Figure 1. Sizing map.
(8 px per um)
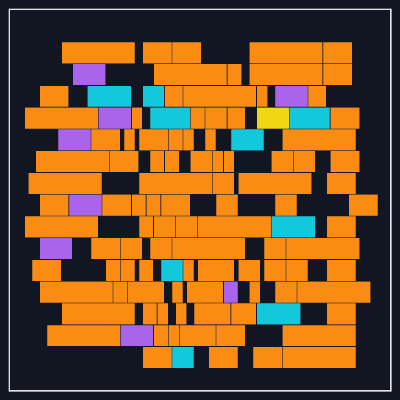
Figure 2. Placement by cell class.
(10 px per um)
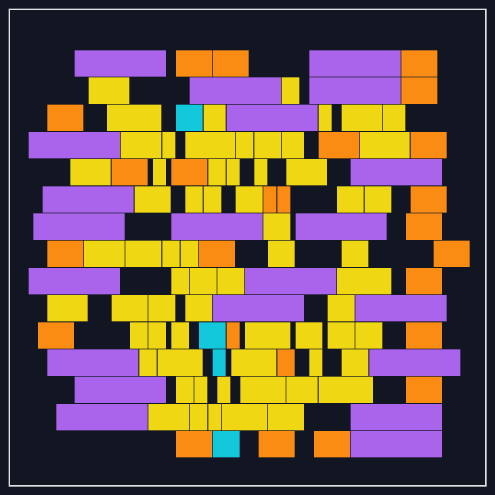
Figure 3. Cell placement.
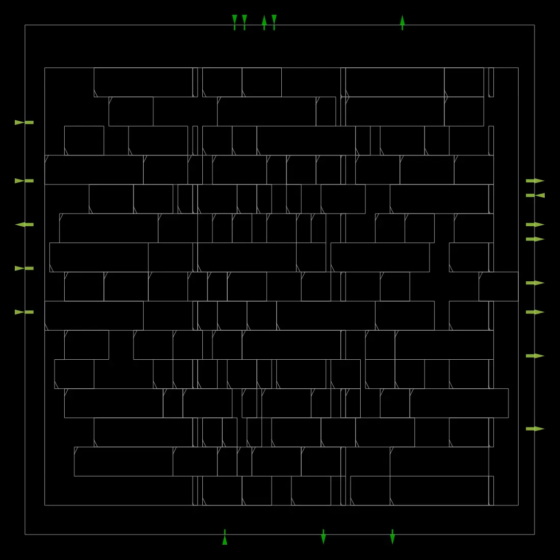
**src/rtl/alu_pkg.sv**
```systemverilog
// Shared widths, packer state encoding and the zero-padding mask helper
// for the ALU result concatenation blocks.
package alu_pkg;

   localparam int ALU_NIB_W      = 4;
   localparam int ALU_PACK_LANES = 2;
   // Upper bound on a packed word; lane_mask results are cast down to OUT_W.
   localparam int ALU_MAX_W      = 1024;

   typedef enum logic {
      FILL = 1'b0,
      HOLD = 1'b1
   } pack_state_e;

   // Ones over the top lanes_kept lanes of an out_w-bit word (lane 0 = MSBs).
   function automatic logic [ALU_MAX_W-1:0] lane_mask(input int lanes_kept,
                                                      input int in_w,
                                                      input int out_w);
      logic [ALU_MAX_W-1:0] m;
      m = '0;
      for (int b = 0; b < ALU_MAX_W; b++) begin
         if ((b < out_w) && (b >= out_w - lanes_kept * in_w)) begin
            m[b] = 1'b1;
         end
      end
      return m;
   endfunction

endpackage

```
**src/rtl/alu_lane_insert.sv**
```systemverilog
// Writes one beat into a lane of the packed word, clearing all lanes below it.
// Latency: combinational.
// Backpressure: none; pure function of its inputs.
module alu_lane_insert
   import alu_pkg::*;
#(
   parameter int IN_W  = ALU_NIB_W,
   parameter int LANES = ALU_PACK_LANES,
   localparam int CNT_W = $clog2(LANES + 1),
   localparam int OUT_W = IN_W * LANES
) (
   input  logic [OUT_W-1:0] word_in,
   input  logic [IN_W-1:0]  beat,
   input  logic [CNT_W-1:0] lane,
   output logic [OUT_W-1:0] word_out
);

   // Lane j occupies bits [IN_W*(LANES-j)-1 -: IN_W]; higher j means lower bits.
   always_comb begin
      word_out = word_in;
      for (int j = 0; j < LANES; j++) begin
         if (j == int'(lane)) begin
            word_out[IN_W*(LANES-j)-1 -: IN_W] = beat;
         end else if (j > int'(lane)) begin
            word_out[IN_W*(LANES-j)-1 -: IN_W] = '0;
         end
      end
   end

endmodule

```
**src/rtl/alu_conc_packer.sv**
```systemverilog
// Packs LANES narrow beats (first beat in MSBs) into one registered wide word.
// Latency: 1 cycle from closing beat to out_valid; one beat per cycle sustained.
// Backpressure: in_ready follows out_ready while a word is held (same-cycle bypass).
module alu_conc_packer
   import alu_pkg::*;
#(
   parameter int IN_W  = ALU_NIB_W,
   parameter int LANES = ALU_PACK_LANES,
   localparam int CNT_W = $clog2(LANES + 1),
   localparam int OUT_W = IN_W * LANES
) (
   input  logic             clk,
   input  logic             rst,
   input  logic [IN_W-1:0]  in_data,
   input  logic             in_valid,
   input  logic             in_last,
   output logic             in_ready,
   output logic [OUT_W-1:0] out_data,
   output logic [CNT_W-1:0] out_lanes,
   output logic             out_valid,
   input  logic             out_ready
);

   pack_state_e      state;
   logic [CNT_W-1:0] count;
   logic [OUT_W-1:0] asm_q;
   logic [OUT_W-1:0] ins_word;
   logic [OUT_W-1:0] pad_mask;
   logic             beat_fire;
   logic             word_fire;
   logic             close;

   assign out_valid = (state == HOLD);
   assign in_ready  = !rst && ((state == FILL) || out_ready);
   assign beat_fire = in_valid && in_ready;
   assign word_fire = out_valid && out_ready;
   assign close     = beat_fire && (in_last || (count == CNT_W'(LANES - 1)));
   assign pad_mask  = OUT_W'(lane_mask(int'(count) + 1, IN_W, OUT_W));

   // count is 0 throughout HOLD, so a bypassed beat always lands in lane 0.
   alu_lane_insert #(
      .IN_W  (IN_W),
      .LANES (LANES)
   ) u_lane_insert (
      .word_in  (asm_q),
      .beat     (in_data),
      .lane     (count),
      .word_out (ins_word)
   );

   always_ff @(posedge clk or posedge rst) begin
      if (rst) begin
         state     <= FILL;
         count     <= '0;
         asm_q     <= '0;
         out_data  <= '0;
         out_lanes <= '0;
      end else if (beat_fire) begin
         asm_q <= ins_word;
         if (close) begin
            out_data  <= ins_word & pad_mask;
            out_lanes <= count + 1'b1;
            count     <= '0;
            state     <= HOLD;
         end else begin
            // A non-closing beat in HOLD implies the held word just transferred.
            count <= count + 1'b1;
            state <= FILL;
         end
      end else if (word_fire) begin
         state <= FILL;
      end
   end

endmodule

```
**config.mk**
```make
export PLATFORM = sky130hd
export DESIGN_NAME = alu_conc_packer
export DESIGN_NICKNAME = d
export VERILOG_FILES = /design/src/rtl/alu_pkg.sv /design/src/rtl/alu_lane_insert.sv /design/src/rtl/alu_conc_packer.sv
export SDC_FILE = /design/constraint.sdc
export NUM_CORES = 1
export LEC_CHECK = 0
export ABC_CLOCK_PERIOD_IN_PS = 5000
export CORE_MARGIN = 1.5
export CORE_UTILIZATION = 54
export DETAILED_ROUTE_END_ITERATION = 7
export GPL_TIMING_DRIVEN = 0
export PLACE_DENSITY = 0.8
export SLEW_MARGIN = 15
export SYNTH_ARGS = -nofsm -noshare
export SYNTH_HDL_FRONTEND = slang
export SYNTH_SLANG_ARGS = --single-unit
export TNS_END_PERCENT = 50
```
**constraint.sdc**
```tcl
create_clock -name clk -period 5 [get_ports clk]
set_input_delay 0.75 -clock clk [delete_from_list [all_inputs] [get_ports clk]]
set_output_delay 0.75 -clock clk [all_outputs]
set_load 0.02 [all_outputs]
```
==> impl_metrics.csv <==
group,metric,value,unit
outcome,status,"finished clean",
placed_design,dp.cells,136,
floorplanning,initCoreUtil,59.38,%
placed_design,place_hpwl,1528,um
run,max-cap-violations,0,
synth,aoi_share,16.37,%
worst_hold_path,holdPathStages,2,
synth,ys_warn_count,0,
sta,whs,0.5109,ns
floorplanning,chipHeight,47.51,um
layout,area.sequential,525.5,um2
critical_path,r2r-start,"count[1]",
synth,yosys.cell_types.count,25,
layout,largestClassByArea,"sequential cells",
synth,largest_area_cell,"dfrtp_1",
clock_tree,cts-buffers-inserted,3,
clock_tree,cts_setup_buffers,0,
routing,drt_wl_total,2057,um
worst_hold_path,min_path_type,"register to register",
synth,ys_seq_share,49.12,%
worst_hold_path,min-delay-start,"out_data[2]",
clock_tree,clkTransAtPathRegs,0.11,ns
critical_path,r2r_slack,3.04,ns
layout,antenna_cells,0,
critical_path,cp-endpoint,"in_ready",
placed_design,io_buffers,20,
synth,synthAdderAreaFrac,5.848,%
critical_path,cp_max_fo,10,
synth,synth.cellmix.simpleShare,9.825,%
synth,ys_ff,21,
placed_design,gp_congestion,0.8020,
clock_tree,cts_tree,"done",
layout,clock_area_share,1.979,%
Notes on Figure 1 above:
legend:
  _0 and _1 cells:
    color: orange
    cells: 97
  _3 and _4 cells:
    color: cyan
    cells: 9
  _6 and larger:
    color: yellow
    cells: 1
  _2 cells:
    color: purple
    cells: 8
synthesis-to-finish area growth: 24.09%
Signal buffers: 25
final worst slack: 1.909 ns
fin area: 1328 um2

Notes on Figure 2 above:
legend:
  sequential cells:
    color: purple
    cells: 21
    share_of_their_area: 41%
  clock drivers and dummy loads:
    color: cyan
    cells: 4
    share_of_their_area: 2.0%
  remaining buffers and delay cells:
    color: orange
    cells: 25
    share_of_their_area: 18%
  combinational and other logic:
    color: yellow
    cells: 65
    share_of_their_area: 40%

Notes on Figure 3 above:
Seq area share: 39.59%
non-filler instance count after layout: 140
row cnt: 15

==> per-layer routing <==
layer	GRT usage [%]	routed length, um	vias up
met3	3.396	103	5
met4	13.33	55	0
met1	31.57	994	376
met5	0	0	-
li1	-	-	381
met2	31.08	903	28
==> power by group <==
group / internal, uW / switching, uW
clock: 31.2 / 53.2
combinational: 193 / 204
sequential: 243 / 44.1
total: 467 / 301
==> state kept, by name (all words and copies together), names as in the netlist <==
signal	cells
asm_q	8
out_valid	1
count	2
out_lanes	2
out_data	8
==> layout by cell type (no fill, tap or decap), drive strengths merged, types with 5 or more instances in the layout <==
master	netlist	final
mux2	10	10
clkbuf	3	7
clkdlybuf4s50	0	20
ha	5	5
o21ai	9	9
dfrtp	21	21
o31ai	13	13
Power and IR drop assume default switching activity.
